--- src/rtl/ysyx_22040895_idu_stage.sv ---
// ysyx_22040895_idu_stage -- instruction decode stage with a two-entry skid buffer.
//
// Decodes the incoming RV instruction combinationally and captures the decoded
// bundle into a main/skid register pair so that in_ready can be registered
// (it never depends combinationally on out_ready).
//
// Optional feature: define YSYX_22040895_IDU_ILLEGAL_EN to enable illegal
// instruction detection on illegal_o. Without it illegal_o is tied low.
//
// Ports:
//   clk, rst                 clock, synchronous active-high reset
//   in_valid/in_ready        upstream handshake (in_ready registered)
//   inst_i, pc_i             instruction word and its address
//   flush                    drop buffered and same-cycle incoming instructions
//   out_valid/out_ready      downstream handshake
//   pc_o .. rdaddr_o         decoded fields of the presented bundle
//   imm_o, fmt_o             sign-extended immediate, format (R0 I1 S2 B3 U4 J5)
//   rs1_en, rs2_en, rd_we    operand-read and writeback enables
//   illegal_o                illegal-instruction flag
module ysyx_22040895_idu_stage #(
  parameter int XLEN    = 64,
  parameter int RADDR_W = 5
) (
  input  logic               clk,
  input  logic               rst,
  input  logic               in_valid,
  output logic               in_ready,
  input  logic [31:0]        inst_i,
  input  logic [XLEN-1:0]    pc_i,
  input  logic               flush,
  output logic               out_valid,
  input  logic               out_ready,
  output logic [XLEN-1:0]    pc_o,
  output logic [6:0]         opcode_o,
  output logic [2:0]         func3_o,
  output logic [6:0]         func7_o,
  output logic [RADDR_W-1:0] rs1addr_o,
  output logic [RADDR_W-1:0] rs2addr_o,
  output logic [RADDR_W-1:0] rdaddr_o,
  output logic [XLEN-1:0]    imm_o,
  output logic [2:0]         fmt_o,
  output logic               rs1_en,
  output logic               rs2_en,
  output logic               rd_we,
  output logic               illegal_o
);

  localparam logic [2:0] FMT_R = 3'd0, FMT_I = 3'd1, FMT_S = 3'd2,
                         FMT_B = 3'd3, FMT_U = 3'd4, FMT_J = 3'd5;

  typedef struct packed {
    logic [XLEN-1:0]    pc;
    logic [6:0]         opcode;
    logic [2:0]         func3;
    logic [6:0]         func7;
    logic [RADDR_W-1:0] rs1;
    logic [RADDR_W-1:0] rs2;
    logic [RADDR_W-1:0] rd;
    logic [XLEN-1:0]    imm;
    logic [2:0]         fmt;
    logic               rs1_en;
    logic               rs2_en;
    logic               rd_we;
    logic               illegal;
  } bundle_t;

  typedef enum logic [1:0] {EMPTY, ONE, TWO} state_t;

  bundle_t dec, main_q, skid_q;
  state_t  state;
  logic    known;
  logic    accept, drain;

  // ---------------- combinational decode ----------------
  always_comb begin
    dec        = '0;
    known      = 1'b1;
    dec.pc     = pc_i;
    dec.opcode = inst_i[6:0];
    dec.func3  = inst_i[14:12];
    dec.func7  = inst_i[31:25];
    dec.rs1    = RADDR_W'(inst_i[19:15]);
    dec.rs2    = RADDR_W'(inst_i[24:20]);
    dec.rd     = RADDR_W'(inst_i[11:7]);
    unique case (inst_i[6:0])
      7'b0110011, 7'b0111011:                         dec.fmt = FMT_R;
      7'b0010011, 7'b0011011, 7'b0000011,
      7'b1100111, 7'b1110011:                         dec.fmt = FMT_I;
      7'b0100011:                                     dec.fmt = FMT_S;
      7'b1100011:                                     dec.fmt = FMT_B;
      7'b0110111, 7'b0010111:                         dec.fmt = FMT_U;
      7'b1101111:                                     dec.fmt = FMT_J;
      default: begin
        dec.fmt = FMT_R;
        known   = 1'b0;
      end
    endcase
    if (inst_i[1:0] != 2'b11) known = 1'b0;

    // Signed casts sign-extend to XLEN from the top bit of each field.
    case (dec.fmt)
      FMT_I: dec.imm = XLEN'($signed(inst_i[31:20]));
      FMT_S: dec.imm = XLEN'($signed({inst_i[31:25], inst_i[11:7]}));
      FMT_B: dec.imm = XLEN'($signed({inst_i[31], inst_i[7], inst_i[30:25],
                                      inst_i[11:8], 1'b0}));
      FMT_U: dec.imm = XLEN'($signed({inst_i[31:12], 12'b0}));
      FMT_J: dec.imm = XLEN'($signed({inst_i[31], inst_i[19:12], inst_i[20],
                                      inst_i[30:21], 1'b0}));
      default: dec.imm = '0;
    endcase

    // Unknown opcodes fall through as an inert R-type bundle.
    if (known) begin
      dec.rs1_en = (dec.fmt == FMT_R) || (dec.fmt == FMT_I) ||
                   (dec.fmt == FMT_S) || (dec.fmt == FMT_B);
      dec.rs2_en = (dec.fmt == FMT_R) || (dec.fmt == FMT_S) || (dec.fmt == FMT_B);
      dec.rd_we  = ((dec.fmt == FMT_R) || (dec.fmt == FMT_I) ||
                    (dec.fmt == FMT_U) || (dec.fmt == FMT_J)) && (dec.rd != '0);
    end
`ifdef YSYX_22040895_IDU_ILLEGAL_EN
    dec.illegal = ~known;
`else
    dec.illegal = 1'b0;
`endif
  end

  // ---------------- two-entry buffer ----------------
  assign accept = in_valid & in_ready & ~flush;
  assign drain  = out_valid & out_ready;

  // Emptied entries are cleared so the outputs read 0 whenever out_valid is 0.
  always_ff @(posedge clk) begin
    if (rst || flush) begin
      state     <= EMPTY;
      main_q    <= '0;
      skid_q    <= '0;
      in_ready  <= 1'b1;
      out_valid <= 1'b0;
    end else begin
      case (state)
        EMPTY: if (accept) begin
          main_q    <= dec;
          state     <= ONE;
          out_valid <= 1'b1;
        end
        ONE: begin
          if (accept && drain) begin
            main_q <= dec;
          end else if (accept) begin
            skid_q   <= dec;
            state    <= TWO;
            in_ready <= 1'b0;
          end else if (drain) begin
            main_q    <= '0;
            state     <= EMPTY;
            out_valid <= 1'b0;
          end
        end
        TWO: if (drain) begin
          main_q   <= skid_q;
          skid_q   <= '0;
          state    <= ONE;
          in_ready <= 1'b1;
        end
        default: begin
          state     <= EMPTY;
          in_ready  <= 1'b1;
          out_valid <= 1'b0;
        end
      endcase
    end
  end

  assign pc_o      = main_q.pc;
  assign opcode_o  = main_q.opcode;
  assign func3_o   = main_q.func3;
  assign func7_o   = main_q.func7;
  assign rs1addr_o = main_q.rs1;
  assign rs2addr_o = main_q.rs2;
  assign rdaddr_o  = main_q.rd;
  assign imm_o     = main_q.imm;
  assign fmt_o     = main_q.fmt;
  assign rs1_en    = main_q.rs1_en;
  assign rs2_en    = main_q.rs2_en;
  assign rd_we     = main_q.rd_we;
  assign illegal_o = main_q.illegal;

endmodule

--- config.mk ---
export PLATFORM = sky130hd
export DESIGN_NAME = ysyx_22040895_idu_stage
export DESIGN_NICKNAME = d
export VERILOG_FILES = /design/src/rtl/ysyx_22040895_idu_stage.sv
export SDC_FILE = /design/constraint.sdc
export NUM_CORES = 1
export LEC_CHECK = 0
export ABC_AREA = 1
export CELL_PAD_IN_SITES_DETAIL_PLACEMENT = 1
export CELL_PAD_IN_SITES_GLOBAL_PLACEMENT = 1
export CORE_ASPECT_RATIO = 0.7
export CORE_MARGIN = 2
export CORE_UTILIZATION = 39
export CTS_CLUSTER_DIAMETER = 200
export DETAILED_ROUTE_END_ITERATION = 10
export PLACE_DENSITY = 0.87
export SKIP_LAST_GASP = 1
export SLEW_MARGIN = 20
export SYNTH_ARGS = -nofsm -noshare
export SYNTH_HDL_FRONTEND = slang
export SYNTH_SLANG_ARGS = --single-unit
--- constraint.sdc ---
create_clock -name clk -period 3.05 [get_ports clk]
set_clock_uncertainty 0.15 [all_clocks]
set_input_delay 0.61 -clock clk [delete_from_list [all_inputs] [get_ports clk]]
set_output_delay 0.61 -clock clk [all_outputs]
set_load 0.02 [all_outputs]
==> results.toml, run 1 <==
# synthesis and place-and-route metrics
[outcome]
status = "finished clean"

[layout]
top_register = "skid_q"
layout_top_cell = "nand2_1"
regArea_mm2 = 0.005445
n_fill_cell = 3835
final_cell_mix = "nand2_1 (509), dfxtp_1 (272), clkdlybuf4s50_1 (268), a21oi_1 (193), inv_1 (135)"
seq_cells = 272
mi_logic_area_mm2 = 0.005502
nNetsFinal = 1943
final_cells = 2279
largest_class = "combinational gates"

[clocking]
ctsHoldBuffers = 0
clock_latency_ns = 0.55
numCtsBuffers = 28
clk_pin_slew_ns = 0.06

[critical_path]
slowest_delay_ns = 0.68
cp-startpoint = "imm_o[62]"
cp.depth = 2
worstReg2RegEnd = "pc_o[38]"
ff2ff_path_depth = 9
cp.required_ns = 2.29
crit_fanout = 33
start_kind = "flip-flop"
cp_slowest_cell = "clkdlybuf4s50_1"
crit_family = "buffers and inverters"
rr_startpoint = "state[1]"

[yosys]
yosys.area.top_type = "dfxtp_1"
yosysTopAreaCellShare_pct = 43.90
yosysMostFrequentCell = "nand2_1"
synth_top_flop_cell = "dfxtp_1"
logic_family = "simple AND/OR/NAND/NOR gates"
synthTopCellsByArea = "dfxtp_1 (44%), nand2_1 (15%), a21oi_1 (7.8%)"
ys_top_cells_by_count = "nand2_1 (509), dfxtp_1 (272), a21oi_1 (193)"
netlist_instances = 1672
ys_cells = 1672
synthArstFlopShare_pct = 0
syn-mean-instance-area_um2 = 7.419

[floorplanning]
die_width_um = 217.2
nWellTaps = 420
core_util_floorplan_pct = 39.74
num_rows = 54

[power]
swShare_pct = 27.12
clkPwrFrac_pct = 40.9
power_frac_seq_pct = 44.5
p_int_mw = 6.075
switchingPower_mw = 2.260

[hold_path]
hold_depth = 2
hp-start = "skid_q[99]"

[job]
warning_count = 36

[global_routing]
grt_max_degree = 137
grt_pass1_vias = 12700
use_met3_pct = 5.373
overflow = 0
grt_use_total_pct = 25.31

[drt]
drt-pass1-iter-count = 5
antenna_left = 0
met3_length_um = 2703
drt_iter0_markers = 862

[sta]
finalSetupViolCount = 0
slew_headroom_pct = 56.04
finalSetupTns_ns = 0
hold_violations = 0
rsz0062_at_grt = "no"
layout_min_cycle_time_ns = 2.644
max_freq_mhz = 378.3

[placed_design]
place_hpwl_um = 27600
place_ws_ns = 0.1261
### Wire density map, run 1

The bar under the picture is 50 um long. The die is cut into 22 by 15 equal tiles; dark blue is low, red is high, scaled to the fullest tile. Values are wire area over tile area, all layers added.
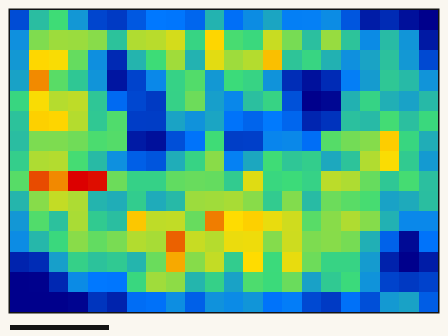
The fullest tile reaches 0.49. 36% of the tiles are over half the peak. The emptiest ninth of the die: top right. 3.0% of the tiles are nearly empty.

### Cell sizes after repair, run 1

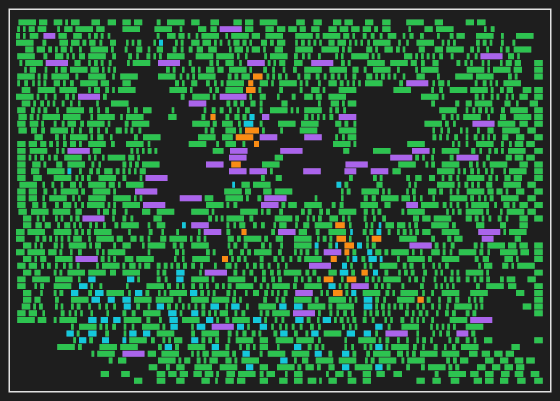
Key: orange = x3 and x4 [cells 21, share 1.1%]; purple = x6 and larger [cells 56, share 3.0%]; green = x1 and smaller [cells 1701, share 92%]; cyan = x2 [cells 80, share 4.3%]
PnR worst setup slack: 0.4063 ns
Non-clk bufs: 291
Post-Layout Inst Area: 0.01603 mm2

### Cells coloured by class, run 1

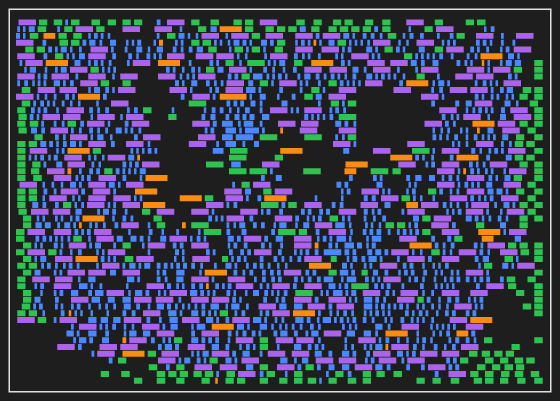
Key: green = remaining buffers and delay cells [cells 291]; blue = remaining logic cells [cells 1244]; purple = sequential cells [cells 272]; orange = clock drivers and dummy loads [cells 51]
CORE AREA: 0.03121 mm2
sequential share of cell area: 33.97%

### Congestion heat map, run 1

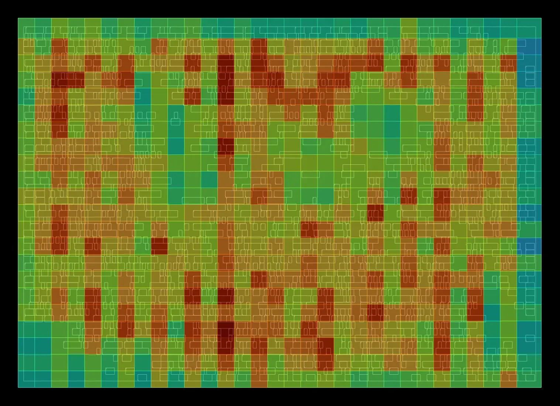
met1 usage: 33.80%
met2 Track Usage GR: 41.67%
layer with the highest usage: met2

==> run 2: changes to the inputs <==
==> constraint.sdc (replaced) <==
create_clock -name clk -period 3.05 [get_ports clk]
set_clock_uncertainty 0.15 [all_clocks]
set_input_delay 0.61 -clock clk [delete_from_list [all_inputs] [get_ports clk]]
set_output_delay 0.61 -clock clk [all_outputs]
set_load 0.01 [all_outputs]
### Congestion heat map, run 2

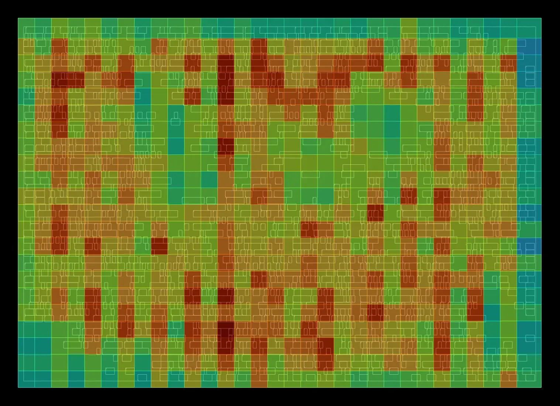
met3 Use GR: 5.373%
final core utilization: 51.35%
routed len/inst: 18.90 um
Total GRT Usage: 25.31%

==> results.toml, run 2 <==
# synthesis and place-and-route metrics
[layout]
seq_cells = 272
fin_area_mm2 = 0.01603
nNonClkInverters = 147
nNetsFinal = 1943
final_cells = 2279
mi_logic_area_mm2 = 0.005502
n_fill_cell = 3835
logic_gate_count = 1097
nNonClkBuffers = 291
sh_seq_area_pct = 33.97
top_register = "skid_q"
final_cell_mix = "nand2_1 (509), dfxtp_1 (272), clkdlybuf4s50_1 (268), a21oi_1 (193), inv_1 (135)"
layout_top_cell = "nand2_1"
largest_class = "combinational gates"

[global_routing]
grt_pass1_vias = 12700
met2_usage_pct = 41.67
grt_max_degree = 137
overflow = 0
top_usage_layer = "met2"

[placed_design]
place_hpwl_um = 27600
place_ws_ns = 0.1261

[sta]
finalSetupViolCount = 0
layout_min_cycle_time_ns = 2.576
hold_violations = 0
rsz0062_at_grt = "no"
worst_pin_slew_ns = 0.6594
finalSetupTns_ns = 0
slew_headroom_pct = 56.04
setup_ws_ns = 0.4740
max_freq_mhz = 388.2

[clocking]
clock_latency_ns = 0.55
numCtsBuffers = 28
clk_pin_slew_ns = 0.06
ctsHoldBuffers = 0
cts_buffer_depth = 3

[job]
maxCapViolations = 0
warning_count = 36

[critical_path]
worstSetupPathType = "flip-flop to output pin"
crit_fanout = 33
crit_family = "buffers and inverters"
slowest_delay_ns = 0.62
rr_startpoint = "state[1]"
cp.depth = 2
ff2ff_path_depth = 9
cp-startpoint = "imm_o[62]"
crit_chain = "buf_4 -> clkdlybuf4s50_1"
cp_slowest_cell = "clkdlybuf4s50_1"
cp.required_ns = 2.29
regToRegSetupSlack_ns = 0.58
worstReg2RegEnd = "pc_o[38]"
start_kind = "flip-flop"

[drt]
drt-pass1-iter-count = 5
met3_length_um = 2703
drt_iter0_markers = 862
antenna_left = 0

[yosys]
synth_top_flop_cell = "dfxtp_1"
logic_family = "simple AND/OR/NAND/NOR gates"
synth-simple-area-share_pct = 23.97
syn-mean-instance-area_um2 = 7.419
ys_cells = 1672
synthArstFlopShare_pct = 0
yosys.area.top_type = "dfxtp_1"
ys_top_cells_by_count = "nand2_1 (509), dfxtp_1 (272), a21oi_1 (193)"
synthTopCellsByArea = "dfxtp_1 (44%), nand2_1 (15%), a21oi_1 (7.8%)"
netlist_area_mm2 = 0.01240
yosysTopAreaCellShare_pct = 43.90
synth_nets = 1778
synth-xor-area-share_pct = 0
yosysMostFrequentCell = "nand2_1"
netlist_instances = 1672

[floorplanning]
die_width_um = 217.2
core_util_floorplan_pct = 39.74
num_rows = 54
fp.coreArea_mm2 = 0.03121
nWellTaps = 420

[power]
clkPwrFrac_pct = 41.3
p_int_mw = 6.074
combPwrFrac_pct = 13.8
power_frac_seq_pct = 44.9
total_power_mw = 8.254
power_leakage_nw = 6.517
switchingPower_mw = 2.179
swShare_pct = 26.40

[outcome]
status = "finished clean"

[hold_path]
hold_depth = 2
hp-start = "skid_q[99]"
==> run 3: changes to the inputs <==
--- a/config.mk
+++ b/config.mk
@@ -10,10 +10,10 @@
 export CELL_PAD_IN_SITES_GLOBAL_PLACEMENT = 1
 export CORE_ASPECT_RATIO = 0.7
 export CORE_MARGIN = 2
-export CORE_UTILIZATION = 39
+export CORE_UTILIZATION = 37
 export CTS_CLUSTER_DIAMETER = 200
 export DETAILED_ROUTE_END_ITERATION = 10
-export PLACE_DENSITY = 0.87
+export PLACE_DENSITY = 0.83
 export SKIP_LAST_GASP = 1
 export SLEW_MARGIN = 20
 export SYNTH_ARGS = -nofsm -noshare
==> constraint.sdc (replaced) <==
create_clock -name clk -period 2.5 [get_ports clk]
set_clock_uncertainty 0.15 [all_clocks]
set_input_delay 0.5 -clock clk [delete_from_list [all_inputs] [get_ports clk]]
set_output_delay 0.5 -clock clk [all_outputs]
set_load 0.01 [all_outputs]
### Cells coloured by class, run 3

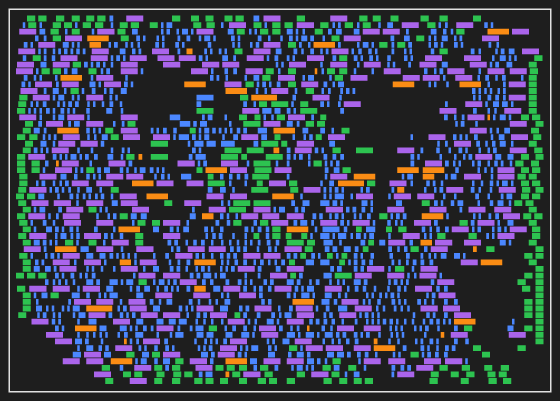
Key: orange = clock drivers and dummy loads [cells 51]; purple = sequential cells [cells 272]; blue = remaining logic cells [cells 1244]; green = remaining buffers and delay cells [cells 315]
sequential share of cell area: 33.32%
Core Rows: 56
final core utilization: 49.11%

==> results.toml, run 3 <==
# synthesis and place-and-route metrics
[layout]
final_cells = 2318
seq_cells = 272
n_fill_cell = 4049
fin_area_mm2 = 0.01634
final_cell_mix = "nand2_1 (509), dfxtp_1 (272), clkdlybuf4s50_1 (268), a21oi_1 (193), inv_1 (135)"
mi_logic_area_mm2 = 0.005502
logic_gate_count = 1097
nNetsFinal = 1968

[critical_path]
crit_chain = "buf_6 -> clkdlybuf4s50_1"
worstReg2RegEnd = "pc_o[26]"
ff2ff_path_depth = 9
worstSetupPathType = "flip-flop to output pin"
slowest_delay_ns = 0.58
crit_fanout = 33
regToRegSetupSlack_ns = 0.17
cp-startpoint = "imm_o[62]"

[yosys]
netlist_instances = 1672
synthTopCellsByArea = "dfxtp_1 (44%), nand2_1 (15%), a21oi_1 (7.8%)"
yosysMostFrequentCell = "nand2_1"
netlist_area_mm2 = 0.01240
logic_family = "simple AND/OR/NAND/NOR gates"
synth-simple-area-share_pct = 23.97
syn-mean-instance-area_um2 = 7.419
ys_cells = 1672
yosysTopAreaCellShare_pct = 43.90
synth_nets = 1778

[floorplanning]
die_width_um = 222.8
core_util_floorplan_pct = 37.27
fp.coreArea_mm2 = 0.03328
nWellTaps = 435

[global_routing]
grt_use_total_pct = 24.14
use_met3_pct = 6.104
grt_max_degree = 64
grt_pass1_vias = 12630
met2_usage_pct = 39.76
overflow = 0

[hold_path]
hold_depth = 2
hp-start = "skid_q[145]"

[power]
power_frac_seq_pct = 43.5
power_leakage_nw = 6.679
p_int_mw = 7.665
total_power_mw = 10.40
clkPwrFrac_pct = 42.9
combPwrFrac_pct = 13.6

[sta]
layout_min_cycle_time_ns = 2.385
slew_headroom_pct = 65.94
worst_pin_slew_ns = 0.5102
finalSetupViolCount = 0
setup_ws_ns = 0.1150
finalSetupTns_ns = 0
max_freq_mhz = 419.3

[clocking]
ctsHoldBuffers = 0
clock_latency_ns = 0.57
clk_pin_slew_ns = 0.06
numCtsBuffers = 29

[drt]
met3_length_um = 2687
drt-pass1-iter-count = 4
drt_iter0_markers = 667

[outcome]
status = "finished clean"

[job]
warning_count = 30
